**src/rtl/mem_arbiter.sv**
```systemverilog
// ============================================================================
// Module      : mem_arbiter
// Description : Single-port memory arbiter that shares one memory interface
//               between the instruction-fetch port and the load/store data
//               port. One transaction is outstanding at a time. Data requests
//               have priority, and a streak limit keeps fetch from starving.
//               Optional feature macro: MEM_ARB_TIMEOUT_EN (response timeout
//               with error return to the owning requester).
// Revision    : 1.0 - initial release
// ============================================================================
`default_nettype none

module mem_arbiter #(
  parameter int unsigned ADDR_W       = 32,
  parameter int unsigned DATA_W       = 32,
  parameter int unsigned MAX_D_STREAK = 4,
  parameter int unsigned TIMEOUT_CYC  = 255
) (
  input  logic                clk_i,
  input  logic                rst_i,

  // Instruction fetch port (read only)
  input  logic                i_req_i,
  input  logic [ADDR_W-1:0]   i_addr_i,
  output logic                i_gnt_o,
  output logic                i_rvalid_o,
  output logic [DATA_W-1:0]   i_rdata_o,
  output logic                i_err_o,

  // Load/store data port
  input  logic                d_req_i,
  input  logic                d_we_i,
  input  logic [DATA_W/8-1:0] d_be_i,
  input  logic [ADDR_W-1:0]   d_addr_i,
  input  logic [DATA_W-1:0]   d_wdata_i,
  output logic                d_gnt_o,
  output logic                d_rvalid_o,
  output logic [DATA_W-1:0]   d_rdata_o,
  output logic                d_err_o,

  // External memory port
  output logic                mem_req_o,
  output logic                mem_we_o,
  output logic [DATA_W/8-1:0] mem_be_o,
  output logic [ADDR_W-1:0]   mem_addr_o,
  output logic [DATA_W-1:0]   mem_wdata_o,
  input  logic                mem_gnt_i,
  input  logic                mem_rvalid_i,
  input  logic [DATA_W-1:0]   mem_rdata_i,

  output logic                busy_o
);

  // Streak counter must be able to hold MAX_D_STREAK itself.
  localparam int unsigned     c_STK_W   = (MAX_D_STREAK < 1) ? 1 : $clog2(MAX_D_STREAK + 1);
  localparam logic [c_STK_W-1:0] c_STK_MAX = c_STK_W'(MAX_D_STREAK);

  typedef enum logic [1:0] {
    ST_IDLE = 2'd0,
    ST_REQ  = 2'd1,
    ST_RESP = 2'd2
  } state_t;

  state_t                r_state;
  state_t                w_state_nxt;

  logic [c_STK_W-1:0]    r_streak;
  logic                  r_owner_d;      // 1: data port owns the transaction

  logic                  r_mem_we;
  logic [DATA_W/8-1:0]   r_mem_be;
  logic [ADDR_W-1:0]     r_mem_addr;
  logic [DATA_W-1:0]     r_mem_wdata;

  logic                  r_i_rvalid;
  logic                  r_d_rvalid;
  logic [DATA_W-1:0]     r_i_rdata;
  logic [DATA_W-1:0]     r_d_rdata;

  logic                  w_idle;
  logic                  w_d_win;
  logic                  w_i_gnt;
  logic                  w_d_gnt;
  logic                  w_tmo_fire;
  logic                  w_resp_done;
  logic [DATA_W-1:0]     w_resp_data;

`ifdef MEM_ARB_TIMEOUT_EN
  localparam int unsigned        c_TMO_W    = (TIMEOUT_CYC < 2) ? 1 : $clog2(TIMEOUT_CYC + 1);
  localparam logic [c_TMO_W-1:0] c_TMO_LAST = c_TMO_W'((TIMEOUT_CYC < 1) ? 0 : TIMEOUT_CYC - 1);

  logic [c_TMO_W-1:0]    r_tmo_cnt;
  logic                  r_i_err;
  logic                  r_d_err;

  // Timeout fires on the last allowed RESP cycle only if memory stays silent.
  assign w_tmo_fire = (r_state == ST_RESP) && !mem_rvalid_i && (r_tmo_cnt == c_TMO_LAST);

  // Count RESP cycles spent waiting for the memory response.
  always_ff @(posedge clk_i) begin
    if (!rst_i) begin
      r_tmo_cnt <= '0;
    end else if (r_state == ST_RESP && !mem_rvalid_i && !w_tmo_fire) begin
      r_tmo_cnt <= r_tmo_cnt + 1'b1;
    end else begin
      r_tmo_cnt <= '0;
    end
  end

  // Error flag pulses alongside rvalid when the response timed out.
  always_ff @(posedge clk_i) begin
    if (!rst_i) begin
      r_i_err <= 1'b0;
      r_d_err <= 1'b0;
    end else begin
      r_i_err <= w_tmo_fire && !r_owner_d;
      r_d_err <= w_tmo_fire &&  r_owner_d;
    end
  end

  assign i_err_o = r_i_err;
  assign d_err_o = r_d_err;
`else
  // Timeout length has no effect without the timeout feature.
  localparam int unsigned c_unused_tmo = TIMEOUT_CYC;

  assign w_tmo_fire = 1'b0;
  assign i_err_o    = 1'b0;
  assign d_err_o    = 1'b0;
`endif

  // Arbitration: data wins unless fetch is waiting and the streak limit is hit.
  // Grants are suppressed while reset is asserted since nothing would latch.
  assign w_idle      = (r_state == ST_IDLE) && rst_i;
  assign w_d_win     = d_req_i && !(i_req_i && (r_streak == c_STK_MAX));
  assign w_d_gnt     = w_idle && w_d_win;
  assign w_i_gnt     = w_idle && i_req_i && !w_d_win;
  assign w_resp_done = (r_state == ST_RESP) && (mem_rvalid_i || w_tmo_fire);
  assign w_resp_data = mem_rvalid_i ? mem_rdata_i : '0;

  // Next-state logic for the single outstanding transaction.
  always_comb begin
    w_state_nxt = r_state;
    case (r_state)
      ST_IDLE: begin
        if (w_i_gnt || w_d_gnt) begin
          w_state_nxt = ST_REQ;
        end
      end
      ST_REQ: begin
        if (mem_gnt_i) begin
          w_state_nxt = ST_RESP;
        end
      end
      ST_RESP: begin
        if (mem_rvalid_i || w_tmo_fire) begin
          w_state_nxt = ST_IDLE;
        end
      end
      default: begin
        w_state_nxt = ST_IDLE;
      end
    endcase
  end

  // State register.
  always_ff @(posedge clk_i) begin
    if (!rst_i) begin
      r_state <= ST_IDLE;
    end else begin
      r_state <= w_state_nxt;
    end
  end

  // Latch the winning payload and owner at grant time; held until next grant.
  always_ff @(posedge clk_i) begin
    if (!rst_i) begin
      r_mem_we    <= 1'b0;
      r_mem_be    <= '0;
      r_mem_addr  <= '0;
      r_mem_wdata <= '0;
      r_owner_d   <= 1'b0;
    end else if (w_d_gnt) begin
      r_mem_we    <= d_we_i;
      r_mem_be    <= d_be_i;
      r_mem_addr  <= d_addr_i;
      r_mem_wdata <= d_wdata_i;
      r_owner_d   <= 1'b1;
    end else if (w_i_gnt) begin
      r_mem_we    <= 1'b0;
      r_mem_be    <= '1;
      r_mem_addr  <= i_addr_i;
      r_mem_wdata <= '0;
      r_owner_d   <= 1'b0;
    end
  end

  // Consecutive data grants while fetch waits; saturates at the limit.
  always_ff @(posedge clk_i) begin
    if (!rst_i) begin
      r_streak <= '0;
    end else if (w_i_gnt) begin
      r_streak <= '0;
    end else if (w_d_gnt) begin
      if (!i_req_i) begin
        r_streak <= '0;
      end else if (r_streak != c_STK_MAX) begin
        r_streak <= r_streak + 1'b1;
      end
    end
  end

  // Route the response to the owner as a one-cycle rvalid pulse.
  always_ff @(posedge clk_i) begin
    if (!rst_i) begin
      r_i_rvalid <= 1'b0;
      r_d_rvalid <= 1'b0;
      r_i_rdata  <= '0;
      r_d_rdata  <= '0;
    end else begin
      r_i_rvalid <= 1'b0;
      r_d_rvalid <= 1'b0;
      if (w_resp_done) begin
        if (r_owner_d) begin
          r_d_rvalid <= 1'b1;
          r_d_rdata  <= w_resp_data;
        end else begin
          r_i_rvalid <= 1'b1;
          r_i_rdata  <= w_resp_data;
        end
      end
    end
  end

  assign i_gnt_o     = w_i_gnt;
  assign d_gnt_o     = w_d_gnt;
  assign i_rvalid_o  = r_i_rvalid;
  assign d_rvalid_o  = r_d_rvalid;
  assign i_rdata_o   = r_i_rdata;
  assign d_rdata_o   = r_d_rdata;

  assign mem_req_o   = (r_state == ST_REQ);
  assign mem_we_o    = r_mem_we;
  assign mem_be_o    = r_mem_be;
  assign mem_addr_o  = r_mem_addr;
  assign mem_wdata_o = r_mem_wdata;

  assign busy_o      = (r_state != ST_IDLE);

endmodule

`default_nettype wire
```
**config.mk**
```make
export PLATFORM = sky130hd
export DESIGN_NAME = mem_arbiter
export DESIGN_NICKNAME = d
export VERILOG_FILES = /design/src/rtl/mem_arbiter.sv
export SDC_FILE = /design/constraint.sdc
export NUM_CORES = 1
export LEC_CHECK = 0
export CORE_ASPECT_RATIO = 1.2
export CORE_MARGIN = 2
export CORE_UTILIZATION = 39
export CTS_BUF_LIST = sky130_fd_sc_hd__clkbuf_16
export CTS_CLUSTER_DIAMETER = 100
export DETAILED_ROUTE_END_ITERATION = 6
export PLACE_DENSITY = 0.82
export SYNTH_ARGS = -nofsm -noshare
export SYNTH_HDL_FRONTEND = slang
export SYNTH_SLANG_ARGS = --single-unit
```
**constraint.sdc**
```tcl
create_clock -name clk_i -period 2.1 [get_ports clk_i]
set_input_delay 0.315 -clock clk_i [delete_from_list [all_inputs] [get_ports clk_i]]
set_output_delay 0.315 -clock clk_i [all_outputs]
set_load 0.05 [all_outputs]
```
==> run_results.csv, run 1 <==
group,metric,value,unit
status,run_status,"completed",
synth,synth.ff_latch_count,141,
finish,comb_area_frac,0.2283,
placement,numPlacedInstances,1010,
global_routing,groute.layer.met3.usage,0.07986,
finish,flow.area_growth_from_synthesis,69.66,%
finish,num-fill-cells,1033,
synth,post_synth.cell_area_avg,8.786,µm²
power_and_ir_drop,power-per-cell-area,838.4,mW/mm²
timing,max_freq,491.8,MHz
synth,synthesis.instances,597,
synth,synthTopLogicFamily,"AND-OR/OR-AND gates",
routing,drt_first_pass_iters,4,
timing,timing.final.ws_setup,0.06660,ns
synth,synth_cell_type_count,40,
synth,yosys_most_used_dff,"dfxtp_1",
timing,layout_min_cycle_time,2.033,ns
floorplanning,dieHeight,131.0,µm
global_routing,antenna_found_initial,0,
clock_tree,clkLatencyLatePin,0.41,ns
synth,ys_cells,597,
finish,leading_cell_type_in_the_layout_fill_and_taps_excluded,"clkdlybuf4s50_1",
clock_tree,clk_transition_reported_paths,0.06,ns
synth,synth.area.top_cells,"dfxtp_1 54%, nand2_1 9.3%, a21oi_1 9.3%, a22o_1 5.5%, a2111oi_0 5.3%",
synth,and_or_nand_nor_cells_area_fraction,0.1517,
global_routing,grt_first_pass_wirelength,25470,µm
finish,number_of_antenna_diodes,0,
synth,yosys-top-cells-count,"141 x dfxtp_1, 130 x nand2_1, 97 x a21oi_1, 39 x inv_1, 33 x a22o_1",
synth,aoi_share,0.2252,
clock_tree,number_of_buffers_added_by_the_clock_tree_synthesis_step,17,
synth,synthDominantCellAreaShare,0.5382,
floorplanning,boundaryPins,280,
synth,count_of_library_flops_with_an_enable_pin,0,
timing,unrepaired_setup_endpoints_after_global_routing,"false",
power_and_ir_drop,power.switching,2.200,mW
power_and_ir_drop,power.sequential.fraction,0.392,
power_and_ir_drop,power.group.top,"sequential cells",
power_and_ir_drop,total_power,7.461,mW
placement,placement.cell_area,0.008298,mm²
placement,portBuffers,277,
clock_tree,buffers_from_clock_root_to_sink_at_most,2,
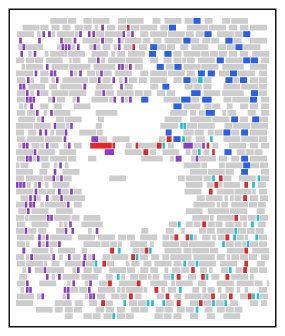
Run 1: gate families picked out
nand cells -> purple  # cells 134, most used nand2_1
non-inverting ao/oa cells -> blue  # cells 40, most used a22o_1, where north-east
nor cells -> red  # cells 42, most used nor3_1
inv cells -> cyan  # cells 40, most used inv_1

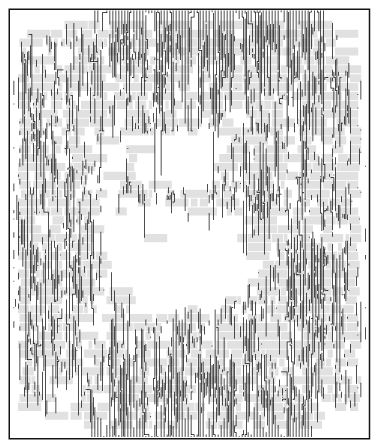
Run 1: signal wires on met2
Cells faint in the background.
wire length on this layer = 8,230 µm
longest straight run = 38.1 µm
share of all routed wire = 48%

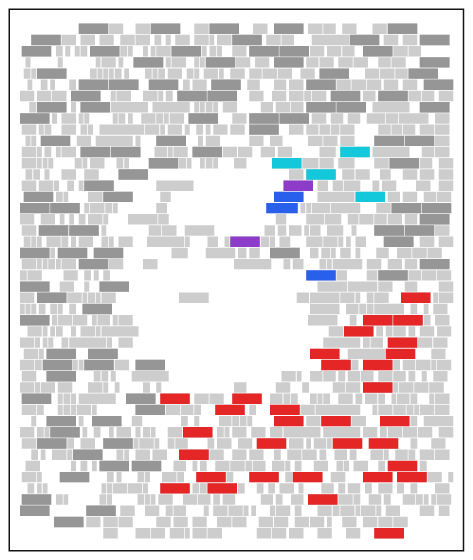
Run 1: sequential cells grouped by signal name
r_state -> purple  # flops 2
r_streak -> blue  # flops 3
mem_addr_o -> red  # flops 32
mem_be_o -> cyan  # flops 4
Final Util: 0.6751
sequential share of cell area: 0.3174
reported sequential group power: 2.93 mW
Sequential Area: 0.002824 mm²

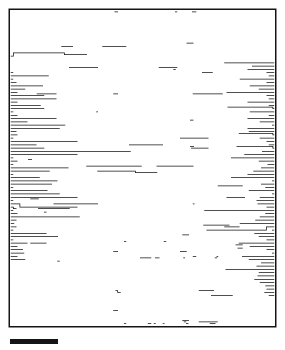
Run 1: the metal 3 layer
The bar under the picture is 20 µm long.
main direction = horizontal
wire length on this layer = 1,510 µm
share of all routed wire = 8.8%
nets with wire on the layer = 161

Run 1, routing congestion map:
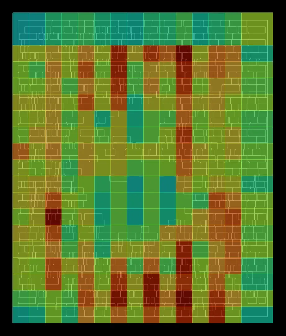

--- run 2 (diff from run 1) ---
CORE_UTILIZATION = 42   (was 39)
GPL_TIMING_DRIVEN = 0   (was not set)
PLACE_DENSITY = 0.87   (was 0.82)
clock period = 2.6 ns   (was 2.1 ns; I/O delays follow)
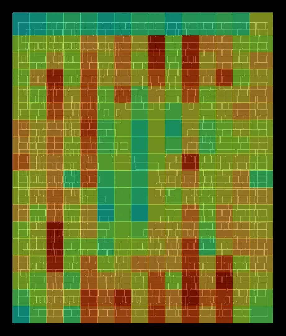
Run 2: routing congestion map
GRT Overall Usage: 0.2598
met3 layer usage reported by global route: 0.1012
Final Util: 0.7204

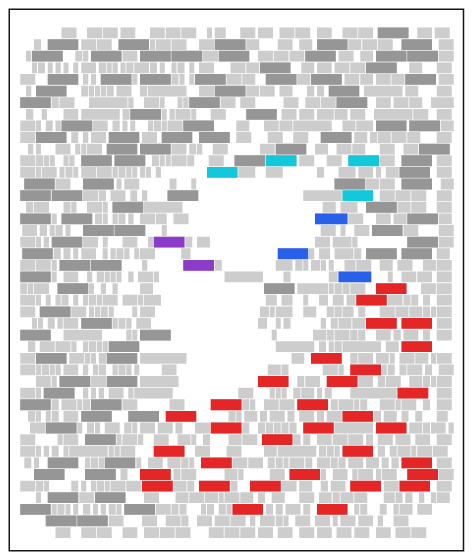
Run 2: sequential cells grouped by signal name
r_streak -> blue  # flops 3
mem_be_o -> cyan  # flops 4
mem_addr_o -> red  # flops 32
r_state -> purple  # flops 2
not colored = 100

==> run 2 against run 1 <==
  * Power down 21%
  * Design area fell by 1.5%
  * Clock skew rose by 0.0030 ns
  * Worst hold slack better by 0.074 ns
  * Count of clock-buffer cells in the layout did not move
  * Critical path type unchanged
  * Critical endpoint is now i_gnt_o
==> run_results.csv, run 2 <==
group,metric,value,unit
status,run_status,"completed",
floorplanning,boundaryPins,280,
power_and_ir_drop,seq-power,2.36,mW
timing,timing.final.ws_setup,0.1267,ns
finish,leading_cell_type_in_the_layout_fill_and_taps_excluded,"clkdlybuf4s50_1",
power_and_ir_drop,power.switching,1.723,mW
synth,count_of_library_flops_with_an_enable_pin,0,
synth,and_or_nand_nor_cells_area_fraction,0.1517,
routing,detailedRoute.firstIterationViolations,236,
clock_tree,buffers_from_clock_root_to_sink_at_most,2,
power_and_ir_drop,power-per-cell-area,674.8,mW/mm²
synth,synthDominantCellAreaShare,0.5382,
placement,placement.cell_area,0.008223,mm²
placement,portBuffers,277,
clock_tree,clkLatencyLatePin,0.42,ns
timing,unrepaired_setup_endpoints_after_global_routing,"false",
synth,yosys-top-cells-count,"141 x dfxtp_1, 130 x nand2_1, 97 x a21oi_1, 39 x inv_1, 33 x a22o_1",
finish,num-fill-cells,920,
finish,number_of_antenna_diodes,0,
synth,aoi_share,0.2252,
synth,synthesis.instances,597,
timing,max_freq,404.3,MHz
power_and_ir_drop,power.group.top,"sequential cells",
finish,comb_area_frac,0.2293,
clock_tree,clk_transition_reported_paths,0.05,ns
global_routing,grt_first_pass_wirelength,27540,µm
finish,flow.area_growth_from_synthesis,67.10,%
power_and_ir_drop,total_power,5.914,mW
synth,synth.area.top_cells,"dfxtp_1 54%, nand2_1 9.3%, a21oi_1 9.3%, a22o_1 5.5%, a2111oi_0 5.3%",
synth,synthTopLogicFamily,"AND-OR/OR-AND gates",
synth,ys_cells,597,
setup_path,timing.setup.critical_path_class,"register to output pin",
timing,layout_min_cycle_time,2.473,ns
synth,synth_cell_type_count,40,
finish,seq_area_frac,0.3223,
finish,register_area,0.002825,mm²
power_and_ir_drop,power.sequential.fraction,0.399,
floorplanning,dieHeight,126.4,µm
floorplanning,tapCellCount,161,
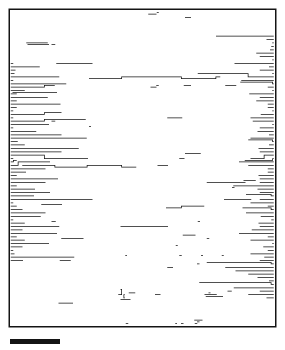
Run 2: the metal 3 layer
The bar under the picture is 20 µm long.
wire length on this layer = 1,510 µm
share of all routed wire = 8.7%
nets with wire on the layer = 166
main direction = horizontal
longest straight run = 32.4 µm
overall routed net length: 17,300 µm
routed vias: 5,414

Power figures rest on the tool's default switching activity, not on a simulated workload.
